**Run 1: supply network**

Bar = 20 µm. Pins as bars on the die edge.
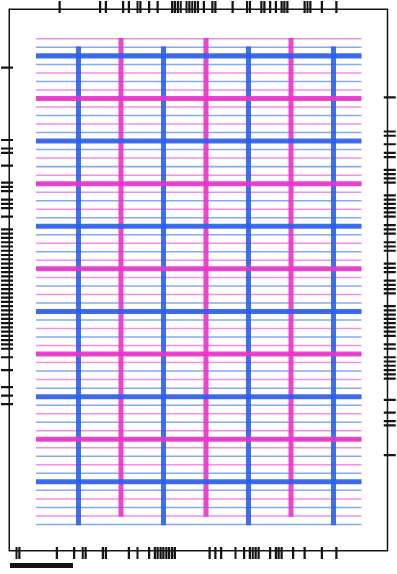
**Run 1: placed cells, one color a class**

Bar = 20 µm.
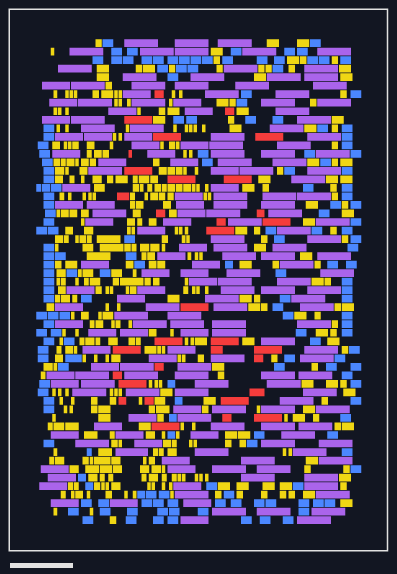
**Run 1: clock distribution**

Bar = 20 µm.
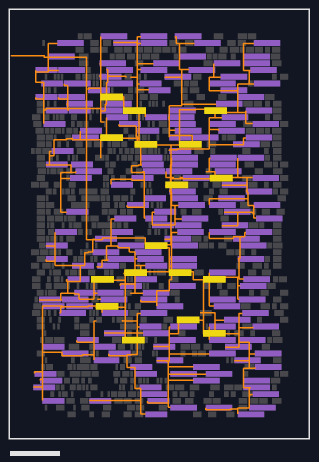
==> config.mk <==
export PLATFORM = sky130hd
export DESIGN_NAME = instruction_fetch
export DESIGN_NICKNAME = d
export VERILOG_FILES = /design/src/rtl/proc_pkg.sv /design/src/rtl/fetch_fifo.sv /design/src/rtl/instruction_fetch.sv
export SDC_FILE = /design/constraint.sdc
export NUM_CORES = 1
export LEC_CHECK = 0
export CAP_MARGIN = 30
export CORE_ASPECT_RATIO = 1.5
export CORE_MARGIN = 8
export CORE_UTILIZATION = 52
export DETAILED_ROUTE_END_ITERATION = 7
export PLACE_DENSITY_LB_ADDON = 0.12
export REMOVE_ABC_BUFFERS = 1
export SLEW_MARGIN = 20
export SYNTH_ARGS = -nofsm -noshare
export SYNTH_HDL_FRONTEND = slang
export SYNTH_HIERARCHICAL = 1
export SYNTH_SLANG_ARGS = --single-unit
==> constraint.sdc <==
create_clock -name clk -period 9.43 [get_ports clk]
set_clock_uncertainty 0.15 [all_clocks]
set_input_delay 0.943 -clock clk [delete_from_list [all_inputs] [get_ports clk]]
set_output_delay 0.943 -clock clk [all_outputs]
set_load 0.03 [all_outputs]
==> results.py, run 1 <==
# Generated from Yosys and OpenROAD reports
metrics = {
    "pwr": {
        "leakagePower_nw": 3.94,
        "p_int_mw": 1.42,
        "power_density_nw_per_um2": 177,
        "combPwrFrac_pct": 10.3,
        "power_mw": 1.92,
        "comb_power_mw": 0.197,
        "p_seq_mw": 1.04,
        "sequentialPowerShare_pct": 54.3,
        "power_leader": "registers",
    },
    "cts": {
        "clk_pin_slew_ns": 0.07,
        "ctsHtreeMaxLevel": 4,
        "numCtsBuffers": 17,
        "cts_hold_buf": 0,
        "clockRootBuffer": "clkbuf_16",
        "clk_path_buf_depth": 2,
        "cts_tree": "yes",
        "post_cts_buffers": 0,
        "cts_sinks": 194,
    },
    "synth": {
        "yosys_warnings": 6,
        "synthCells": 648,
        "syn_area_per_cell_um2": 13.1,
    },
    "floorplanning": {
        "tapCellCount": 206,
        "rows": 57,
        "fp_util_pct": 52.6,
        "dieArea_um2": 20700,
    },
    "global_routing": {
        "grt_pass1_vias": 5881,
        "grt_pass1_wl_mm": 30.1,
        "grt_overflow_total": 0,
        "antenna_found_initial": 0,
        "grtUsageTotal_pct": 18.6,
    },
    "placement": {
        "place_congestion": 0.855,
        "placedCellCount": 994,
    },
    "timing": {
        "finalCritPeriodShare_pct": 41.7,
        "timing.fmax_ghz": 0.254,
        "hold_viol_final": 0,
        "min_period_ns": 3.93,
        "rsz0062_at_grt": "no",
        "setup_viol": 0,
        "tns_ns": 0,
        "tightest_slew_ns": 0.959,
    },
    "final_layout": {
        "nMultiInputCombCells": 415,
        "drive_above_1_share_pct": 9.37,
        "flops": 194,
        "area_growth_pct": 27.7,
        "fin_nets": 881,
        "largest_class": "registers",
        "layout.cells.most_common": "clkdlybuf4s50_1",
        "n_clock_buffer": 18,
        "buffer_area_share_pct": 15.8,
        "comb_share_pct": 25.6,
        "fill_cells": 1239,
        "inv_count": 7,
    },
    "critical_path": {
        "r2r_slack_ns": 6.71,
        "cp_data_arrival_time_ns": 2.84,
        "cp_max_fo": 46,
        "worstPathRequired_ns": 8.34,
    },
    "outcome": {
        "status": "complete, no violations",
    },
    "route": {
        "wl_per_cell_um": 18.8,
        "drt_iter0_markers": 423,
        "wl_met2_mm": 10.1,
        "dr.pass1.iters": 6,
        "drc_errors": 0,
        "met1_length_mm": 7.85,
    },
    "flow_run": {
        "tool_warnings": 27,
        "cap_violations": 0,
    },
    "worst_hold_path": {
        "min_path_cells": 0,
    },
}
-- 'supply network' (at the start) --
Blue is VSS. Magenta is VDD.
168 signal pins sit on the boundary. 11 straps on met5.
Die Wd: 120 µm
Core Footprint: 16100 µm²
Peak VDD IR: 113 µV
die height: 172 µm

-- 'placed cells, one color a class' (at the start) --
Red is clock drivers and dummy loads, cells 32. Blue is remaining buffers and delay cells, cells 174. Purple is sequential cells, cells 194. Yellow is combinational and other logic, cells 422.
fin area: 10800 µm²
flop share of the area: 50.8%

-- 'clock distribution' (at the start) --
Purple is flip-flops, count 194. Yellow is clock drivers, count 17. Orange is clock wires, length 2050 µm.
There are 18 routed clock nets.
clk latency late pin: 0.42 ns
clock power share: 35.5%
clock group power: 0.680 mW

==> run 1: metal layers <==
metal  vias up  global-route usage [%]
met4         0                    6.11
met1      2742                    20.9
li1       2654                       -
met2       181                    33.2
met3        21                    5.59
met5         -                       0
==> run 1: per-stage QoR <==
stage          setup WS (ns)  area, µm²  hold WS [ns]  util [%]
4_1_cts                 5.44      10800         0.324      67.1
5_1_grt                 5.36      10800         0.333      67.2
6_report                5.50      10800         0.322      67.2
2_1_floorplan           2.11       8280         0.292         -
3_5_place_dp            5.33      10200         0.305      63.6
3_3_place_gp            5.42      10200         0.299      63.6
==> run 1: critical path: stages, from the launching register on <==
cell and delay (ns):
dfrtp_1 0.50, nor2_4 0.58, buf_4 0.54, nor2b_1 0.14
clkdlybuf4s50_1 0.62
**Run 1: placement view**

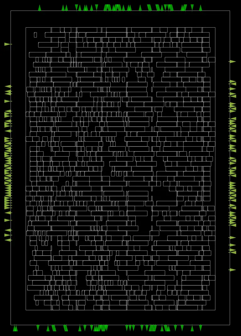

==> run 1 -> run 2 <==
Clock period 9.43 ns to 3.8 ns, I/O delays scaled along.
**Run 2: placement view**

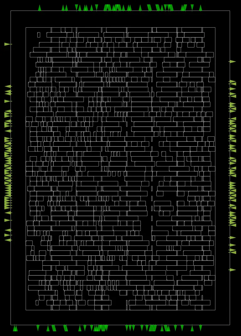
Finished Layout Cells: 1032
fin util: 67.6%
flop share of the area: 50.5%

**Run 2: placed cells, one color a class**

Bar = 20 µm.
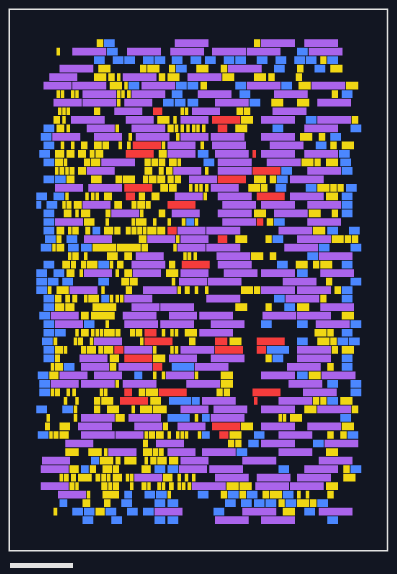
Blue is remaining buffers and delay cells, cells 178. Red is clock drivers and dummy loads, cells 32. Purple is sequential cells, cells 194. Yellow is combinational and other logic, cells 422.
row count: 57
fin area: 10900 µm²

**Run 2: routed metal, one color a layer**

Only two layers are drawn.
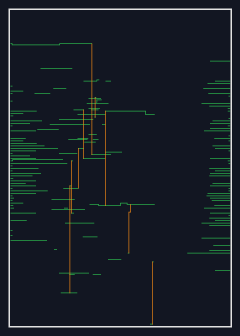
Orange is metal 4, wire length 320 µm. Green is metal 3, wire length 1290 µm.
Vias: 5638
wire length per cell: 18.6 µm
final WL: 19.2 mm

==> run 2 against run 1 <==
  * Count of clock-buffer cells in the layout up 1
  * Die area unchanged
  * Non-clock buffer count up 4
  * Hold slack worse by 0.28 ns
  * Worst setup slack worse by 4.8 ns
  * Register-to-register slack worse by 5.3 ns
  * Cell area up 0.59%
  * Combinational power up 150%
  * Synthesized area unchanged
  * Sequential share of layout area down 0.30 points
  * Critical endpoint is now instr_pc[20]
==> results.py, run 2 <==
# Generated from Yosys and OpenROAD reports
metrics = {
    "global_routing": {
        "grt_pass1_vias": 5964,
        "antenna_found_initial": 0,
        "grt_busiest_layer": "met2",
        "grt_overflow_total": 0,
        "use_met1_pct": 20.7,
        "grtUsageMet3_pct": 5.26,
        "grt_pass1_wl_mm": 30.4,
        "use_met2_pct": 33.3,
        "grtUsageTotal_pct": 18.7,
    },
    "flow_run": {
        "cap_violations": 0,
        "tool_warnings": 27,
    },
    "pwr": {
        "leakagePower_nw": 3.96,
        "netSwitchingPower_mw": 1.22,
        "power_leader": "registers",
        "power_density_nw_per_um2": 436,
        "comb_power_mw": 0.491,
        "p_clk_share_pct": 35.2,
        "ir_drop_uv": 265,
        "clock_net_power_mw": 1.67,
        "power_mw": 4.74,
        "p_seq_mw": 2.58,
        "sequentialPowerShare_pct": 54.4,
        "switching_share_pct": 25.8,
        "combPwrFrac_pct": 10.4,
        "p_int_mw": 3.52,
    },
    "synth": {
        "syn_area_per_cell_um2": 13.1,
        "netlist_area_um2": 8480,
        "synthCells": 648,
        "yosys_warnings": 6,
    },
    "final_layout": {
        "layout.cells.most_common": "clkdlybuf4s50_1",
        "num_antenna_cells": 0,
        "area_growth_pct": 28.4,
        "fin_nets": 885,
        "fill_cells": 1239,
        "drive_above_1_share_pct": 9.69,
    },
    "route": {
        "wl_met2_mm": 9.97,
        "dr.pass1.iters": 5,
        "drc_errors": 0,
        "met1_length_mm": 7.61,
        "drt_iter0_markers": 354,
    },
    "floorplanning": {
        "dieArea_um2": 20700,
        "fp.dieW_um": 120,
        "core_area_um2": 16100,
        "dieHeight_um": 172,
        "fp_util_pct": 52.6,
    },
    "timing": {
        "finalCritPeriodShare_pct": 81.4,
        "maxSlewHeadroom_pct": 59.4,
        "slew_violations": 0,
        "rsz0062_at_grt": "no",
        "setup_viol": 0,
        "timing.fmax_ghz": 0.323,
        "tightest_slew_ns": 0.608,
        "min_period_ns": 3.09,
        "hold_viol_final": 0,
    },
    "outcome": {
        "status": "complete, no violations",
    },
    "cts": {
        "cts_tree": "yes",
        "post_cts_buffers": 0,
        "insertion_delay_ns": 0.42,
        "clk_path_buf_depth": 2,
        "clk_pin_slew_ns": 0.07,
        "ctsHtreeMaxLevel": 4,
        "cts_sinks": 194,
        "numCtsBuffers": 17,
        "clockRootBuffer": "clkbuf_16",
        "cts_hold_buf": 0,
    },
    "critical_path": {
        "cp_max_fo": 33,
        "r2r_slack_ns": 1.46,
        "max_stage_delay_ns": 0.73,
        "cp_data_arrival_time_ns": 2.56,
        "crit_chain": "buf_12, mux2_2, nor2b_1, clkdlybuf4s50_1",
        "slowest_stage": "dfrtp_4",
        "worstPathRequired_ns": 3.27,
    },
    "placement": {
        "post_dp_cell_area_um2": 10300,
        "place_congestion": 0.879,
    },
}
## run 2: stage by stage
stage                     cells  worst slack (ns)  hold WS (ns)  TNS, ns
after floorplan             616             -3.52      -0.00392  -430.19
after global placement     1000              1.10         0.296        0
after detailed placement   1000              1.09         0.304        0
after CTS                  1032             0.627        0.0348        0
after global routing       1032             0.567        0.0445        0
final                      1032             0.706        0.0406        0
## run 2: area by class of cell
class                   count  area, µm²  share of cell area, %
clock buffers              19        433                   3.97
clock inverters            13        115                   1.06
inverters                   7       26.3                  0.241
multi-input cells         415       2770                   25.4
flip-flops and latches    194       5500                   50.5
well taps                 206        258                   2.37
repair buffers            178       1790                   16.4
## run 2: worst max-delay path: cells and delay by family, from the launching register on
kind / cells / cell delay (ns)
flops: 1 / 0.73
buf+inv: 2 / 0.89
mux: 1 / 0.35
simple gates: 1 / 0.14
No activity file was given, so power comes from the tool's default toggle rates.
